===== config.mk =====
export PLATFORM = sky130hd
export DESIGN_NAME = srd_rst_rsp
export DESIGN_NICKNAME = d
export VERILOG_FILES = /design/src/rtl/srd_rst_rsp.sv
export SDC_FILE = /design/constraint.sdc
export NUM_CORES = 1
export LEC_CHECK = 0
export CAP_MARGIN = 20
export CORE_MARGIN = 2
export CORE_UTILIZATION = 30
export CTS_CLUSTER_DIAMETER = 200
export CTS_CLUSTER_SIZE = 40
export DETAILED_ROUTE_END_ITERATION = 10
export HOLD_SLACK_MARGIN = 0.06
export PLACE_DENSITY = 0.53
export SLEW_MARGIN = 20
export SYNTH_ARGS = -nofsm -noshare
export SYNTH_HDL_FRONTEND = slang
export SYNTH_SLANG_ARGS = --single-unit

===== constraint.sdc =====
create_clock -name i_clk -period 2.15 [get_ports i_clk]
set_input_delay 0.3225 -clock i_clk [delete_from_list [all_inputs] [get_ports i_clk]]
set_output_delay 0.3225 -clock i_clk [all_outputs]
set_load 0.1 [all_outputs]

===== src/rtl/srd_rst_rsp.sv =====
// Responder end of the serdes reset req/ack handshake: holds the lane datapath
// in reset on request, acks, and releases once the request drops and the PLL locks.
module srd_rst_rsp #(
  parameter int SYNC_STAGES  = 2,
  parameter int RST_HOLD_CYC = 16,
  parameter int LOCK_TIMEOUT = 1024
) (
  input  logic i_clk,
  input  logic i_rst,
  input  logic i_rst_n,
  output logic o_rst_ack_n,
  input  logic i_pll_locked,
  output logic o_core_rst,
  output logic o_ready,
  output logic o_timeout
);

  localparam int CNT_MAX = (RST_HOLD_CYC > LOCK_TIMEOUT) ? RST_HOLD_CYC : LOCK_TIMEOUT;
  localparam int CW      = $clog2(CNT_MAX) + 1;
  localparam logic [CW-1:0] HOLD_LAST = CW'(RST_HOLD_CYC - 1);
  localparam logic [CW-1:0] LOCK_LAST = CW'(LOCK_TIMEOUT - 1);

  typedef enum logic [2:0] {
    WAIT_REQ,
    HOLD,
    ACK,
    LOCK,
    DEASSERT,
    RUN
  } state_e;

  state_e                 state_q, state_d;
  logic [CW-1:0]          cnt_q, cnt_d;
  logic                   ack_n_q, ack_n_d;
  logic                   core_rst_q, core_rst_d;
  logic                   ready_q, ready_d;
  logic                   timeout_q, timeout_d;
  logic [SYNC_STAGES-1:0] req_sync_q;
  logic [SYNC_STAGES-1:0] lock_sync_q;
  logic                   req;
  logic                   lock;

  // Synchronizers preset to "no request, no lock" so reset never looks like a request.
  always_ff @(posedge i_clk or posedge i_rst) begin
    if (i_rst) begin
      req_sync_q  <= '1;
      lock_sync_q <= '0;
    end else begin
      req_sync_q  <= {req_sync_q[SYNC_STAGES-2:0], i_rst_n};
      lock_sync_q <= {lock_sync_q[SYNC_STAGES-2:0], i_pll_locked};
    end
  end

  assign req  = req_sync_q[SYNC_STAGES-1];
  assign lock = lock_sync_q[SYNC_STAGES-1];

  always_ff @(posedge i_clk or posedge i_rst) begin
    if (i_rst) begin
      state_q    <= WAIT_REQ;
      cnt_q      <= '0;
      ack_n_q    <= 1'b1;
      core_rst_q <= 1'b1;
      ready_q    <= 1'b0;
      timeout_q  <= 1'b0;
    end else begin
      state_q    <= state_d;
      cnt_q      <= cnt_d;
      ack_n_q    <= ack_n_d;
      core_rst_q <= core_rst_d;
      ready_q    <= ready_d;
      timeout_q  <= timeout_d;
    end
  end

  // cnt_d defaults to zero so every state entry starts the shared counter fresh.
  always_comb begin
    state_d    = state_q;
    cnt_d      = '0;
    ack_n_d    = ack_n_q;
    core_rst_d = core_rst_q;
    ready_d    = ready_q;
    timeout_d  = timeout_q;
    case (state_q)
      WAIT_REQ: begin
        core_rst_d = 1'b1;
        ack_n_d    = 1'b1;
        ready_d    = 1'b0;
        if (!req) state_d = HOLD;
      end
      HOLD: begin
        if (cnt_q == HOLD_LAST) begin
          ack_n_d = 1'b0;
          state_d = ACK;
        end else begin
          cnt_d = cnt_q + 1'b1;
        end
      end
      ACK: begin
        ack_n_d    = 1'b0;
        core_rst_d = 1'b1;
        if (req) state_d = LOCK;
      end
      // A re-asserted request outranks lock: the sequencer still owns the lane.
      LOCK: begin
        if (!req) begin
          state_d = ACK;
        end else if (lock) begin
          core_rst_d = 1'b0;
          state_d    = DEASSERT;
        end else if (cnt_q == LOCK_LAST) begin
          timeout_d  = 1'b1;
          core_rst_d = 1'b0;
          state_d    = DEASSERT;
        end else begin
          cnt_d = cnt_q + 1'b1;
        end
      end
      DEASSERT: begin
        ack_n_d = 1'b1;
        ready_d = 1'b1;
        state_d = RUN;
      end
      RUN: begin
        if (!req) begin
          core_rst_d = 1'b1;
          ready_d    = 1'b0;
          state_d    = HOLD;
        end
      end
      default: begin
        state_d    = WAIT_REQ;
        ack_n_d    = 1'b1;
        core_rst_d = 1'b1;
        ready_d    = 1'b0;
      end
    endcase
  end

  assign o_rst_ack_n = ack_n_q;
  assign o_core_rst  = core_rst_q;
  assign o_ready     = ready_q;
  assign o_timeout   = timeout_q;

endmodule

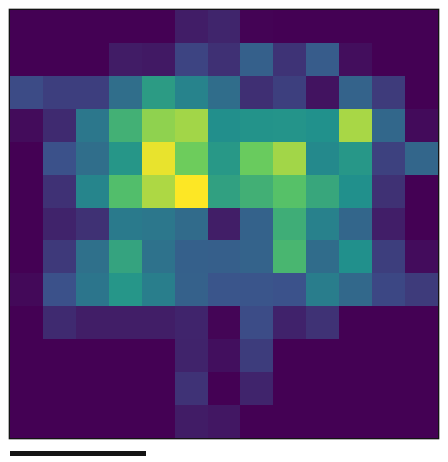
Fig. 1. Signal metal coverage by tile.
Bar = 20 um. 13 x 13 tiles, from dark purple (low) to yellow (high), scaled to the fullest tile. Values are wire area over tile area, all layers added.
emptiest ninth of the die = bottom right
mean over tiles = 0.071
fullest tile = 0.33
densest ninth of the die = middle
tiles over half the peak = 15%
nearly empty tiles = 36%

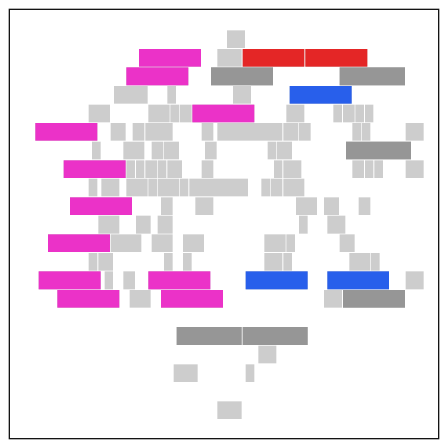
Fig. 2. Where the registers sit.
Other sequential cells in the stronger grey, the rest of the logic in the fainter grey.
magenta -> cnt_q  # sequential cells 11
red -> lock_sync_q  # sequential cells 2
blue -> state_q  # sequential cells 3
not coloured = 6
final design utilization: 35.36%
Register Area: 555.5 um2
Seq/total area: 47.08%
sequential-cell power consumption: 0.593 mW

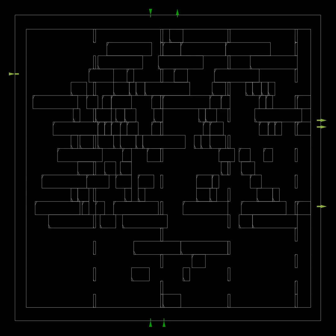
Fig. 3. Cell outlines without signal wires.
tally of non-filler cells in the final layout: 154
number of standard-cell rows in the floorplan: 21
Taps Inserted: 46
tally of filler cells in the layout: 342
flip-flops: 22

==> run summary <==
Physical implementation status

For this run, the leading register cell type out of synthesis is dfrtp_1. The number of gates given a new drive strength after cts stands at 0. For reference, the final report shows the max-slew violation count at 0. Power comes to ~1.3 mW. By area, the combinational part of the netlist is dominated by simple AND/OR/NAND/NOR gates.

The actual transition at the worst max-transition pin stands at about 0.38 ns. The area of the chip stands at around 4000 um2. Detailed placement ended at an HPWL of 1.290 mm. In this run the critical path is formed by ha_1, nand4_1, nor4b_4, a2bb2oi_4, o311ai_1. The diode insertion count for antenna repair stands at 0. Per Yosys stat, the portion of area used by sequential elements is approximately 54%. The flow ran to the end, and the final reports show no timing, DRC or antenna violations. The floorplan die width stands at about 63 um. Global routing used ~14% of the available met1 tracks. The routed layout has between 700 and 800 vias.

The TritonCTS sink count stands at 22. The clock network contribution to total cell area stands at under 10%. The post-synthesis xor/xnor area fraction stands at 6.763%. The core box area stands at 3337 um2. The number of placed instances, taps included, is around 150. For reference, the mux area share after synthesis is 0%. The worst clock skew stands at roughly 0.0017 ns.

Of the available clock period, the critical path in the final layout requires 82.66%. Yosys attributes the largest share of cell area to dfrtp_1 43%, dfstp_2 10%, nor2_1 6.5%, xor2_1 4.2%, a2bb2oi_4 2.5%. The critical-path maximum fanout stands at 10. The worst setup slack for register-to-register paths stands at roughly 0.37 ns. Timing analysis after detailed placement gives a worst setup slack of around 0.37 ns.

Warnings raised by the tools during the run amount to 26. The fraction of cell area in multi-input combinational cells is reported as between 30% and 40%. In this run the critical register-to-register path is captured at state_q[0]. In the final layout, excluding clock inverters the inverter count is 3. The tree is rooted in a clkbuf_4.

The critical path is of the flip-flop to flip-flop type. The placement summary gives the final routability congestion estimate as between 0.7 and 0.8. The global routing stage identified its most utilized layer as met2. The iteration tally of the first detailed-router pass stands at 4. The global-route wire length before repair stands at approximately 3.6 mm.

Summed over all layers, the routed wires come to about 1.8 mm. The synthesized design spends more area on one cell type than any other, namely dfrtp_1. For reference, the critical path is captured by state_q[0]. In the routed design, unresolved DRC markers number 0.

In the routed layout, each cell is associated on average with a via count of about 4.6. The highest achievable clock rate stands at around 560 MHz. In the layout the commonest cells are 18 x nor2_1, 18 x dfrtp_1, 7 x nand2_1. The launch point of the worst register-to-register path is recorded as cnt_q[0].

The area share of the leading cell type in the synthesized netlist stands at 43.48%. The number of violations of the max-capacitance limit stands at 0. The number of antenna violations at the first check in global routing was 0. Global routing consumed, on the met2 layer, between 10% and 20% of the routing resources. The residual overflow from global routing stands at 0. The post-synthesis simple-gate area fraction stands at ~23%. The area share of buffers outside the clock network stands at 5.726%. The worst-case reg-to-reg path depth stands at 5.

The total routing usage reported by global routing stands at between 10% and 20%. The leakage component of the power was reported as 0.4969 nW. According to the finish report, the design has a final net count of between 100 and 150. Setup repair after global routing left no endpoint under its margin.

The cell-mix breakdown from Yosys lists the compound-gate area share as ~12%. Per the area breakdown, the dominant cell category is registers. After routing, the total negative slack on setup checks comes to 0 ns.

The area figure in the yosys stat output stands at ~1000 um2. STA reports the tightest min-delay check as being of type input pin to asynchronous set/reset pin. The area of the multi-input gates stands at approximately 450 um2. In the post-route analysis, the smallest setup slack over all paths is 0.3727 ns.

The share of synthesized cell area in full adder, half adder and majority cells stands at 1.208%. The placed standard-cell area stands at approximately 1100 um2. The post-CTS hold buffer count recorded in the log is 0. The smallest clock period supported by the final layout is computed as around 1.8 ns. The number of cells reported by Yosys stat comes to about 100. A synthesized cell averages a little over 10 um2. Per the detail_route log, met2 wirelength is approximately 860 um. The worst setup path is captured at a flip-flop. The number of input and output port buffers inserted stands at 7. The post-synth count of flops with an enable pin is 0.

STA classifies the critical path startpoint as a flip-flop. The max-slew check reports its worst relative slack as roughly 74%. The arrival time at the worst endpoint stands at 1.96 ns. The post-CTS setup repair buffer count stands at 0. For the worst-skew pair, the clock arrives at the later sink with an insertion delay of around 0.31 ns. For reference, the top cells by count after synthesis are 18 x dfrtp_1, 18 x nor2_1, 7 x nand2_1. TritonCTS built the clock tree.

Entering global routing, the biggest net connects 23 pins. The floorplan core density stands at a little under a third. The number of setup violations in the final report stands at 0. For this design, the slowest cell found on the critical path is nor4b_4. The via count of the first global-routing pass stands at roughly 770. In this run the worst setup path begins at cnt_q[0]. In the final routing, the length of wire on met1 measures approximately 900 um. During synthesis, Yosys emitted a total of 0 warnings. Counting plain and timing-repair buffers in the layout gives 8. The number of failing hold endpoints at the final stage stands at 0. The growth of design area from synthesis to finish stands at 13.89%. The detailed-route wire length per cell stands at 11.92 um.

In this run, CTS created clock tree buffers numbering 3. The number of nets with antenna violations after routing stands at 0. Per the CTS log, the buffer count on the longest clock path is 2. The iteration-0 DRC count of the detailed router stands at 9. Signal routing reaches up to met4. The worst-case IR drop observed on VDD is 0.0003847 V. Total power normalized to cell area comes to 1103 nW/um2.

The fraction of registers with async set or reset after synthesis stands at 100.0%. The clock input transition at the sequential cells of the worst setup and hold paths stands at around 0.12 ns. The delay of the slowest cell on the worst path stands at ~0.43 ns. The number of placed I/O pins stands at 8. The instance tally after logic synthesis stands at around 100.

On the final layout, the worst hold slack is approximately 0.34 ns. The layout has 4 clock buffers. The routed design uses 51 um of met3 wire. Data on the critical path is required at its endpoint by about 2.3 ns.

The met3 layer usage reported by global route stands at roughly 3.8%. Per the synthesis report, the number of distinct cell types is 32. The die span in y stands at ~63 um. The H-tree level count stands at 1. After routing the design area is 1180 um2. The fraction of final layout cells with drive strength greater than 1 stands at between 10% and 20%.

The number of storage elements in the synthesis netlist stands at 22.
worst max-delay path: cells and delay by family (launching register included):
kind / cells / cell delay [ns]
AOI/OAI and AO/OA: 2 / 0.45
DFF: 1 / 0.40
and+or+nand+nor: 2 / 0.59
adders and majority gates: 1 / 0.21
where the power goes:
group	switching [mW]	total [mW]	internal, mW	leakage (nW)
registers	0.0962	0.593	0.497	0.282
clock network	0.122	0.226	0.103	0.0210
logic	0.326	0.483	0.157	0.194
state kept, by name, summed over array words and instances (netlist names):
register and flops:
cnt_q 11, state_q 3, lock_sync_q 2, req_sync_q 2, o_core_rst 1, o_ready 1
o_rst_ack_n 1, o_timeout 1
Power figures rest on the tool's default switching activity, not on a simulated workload.
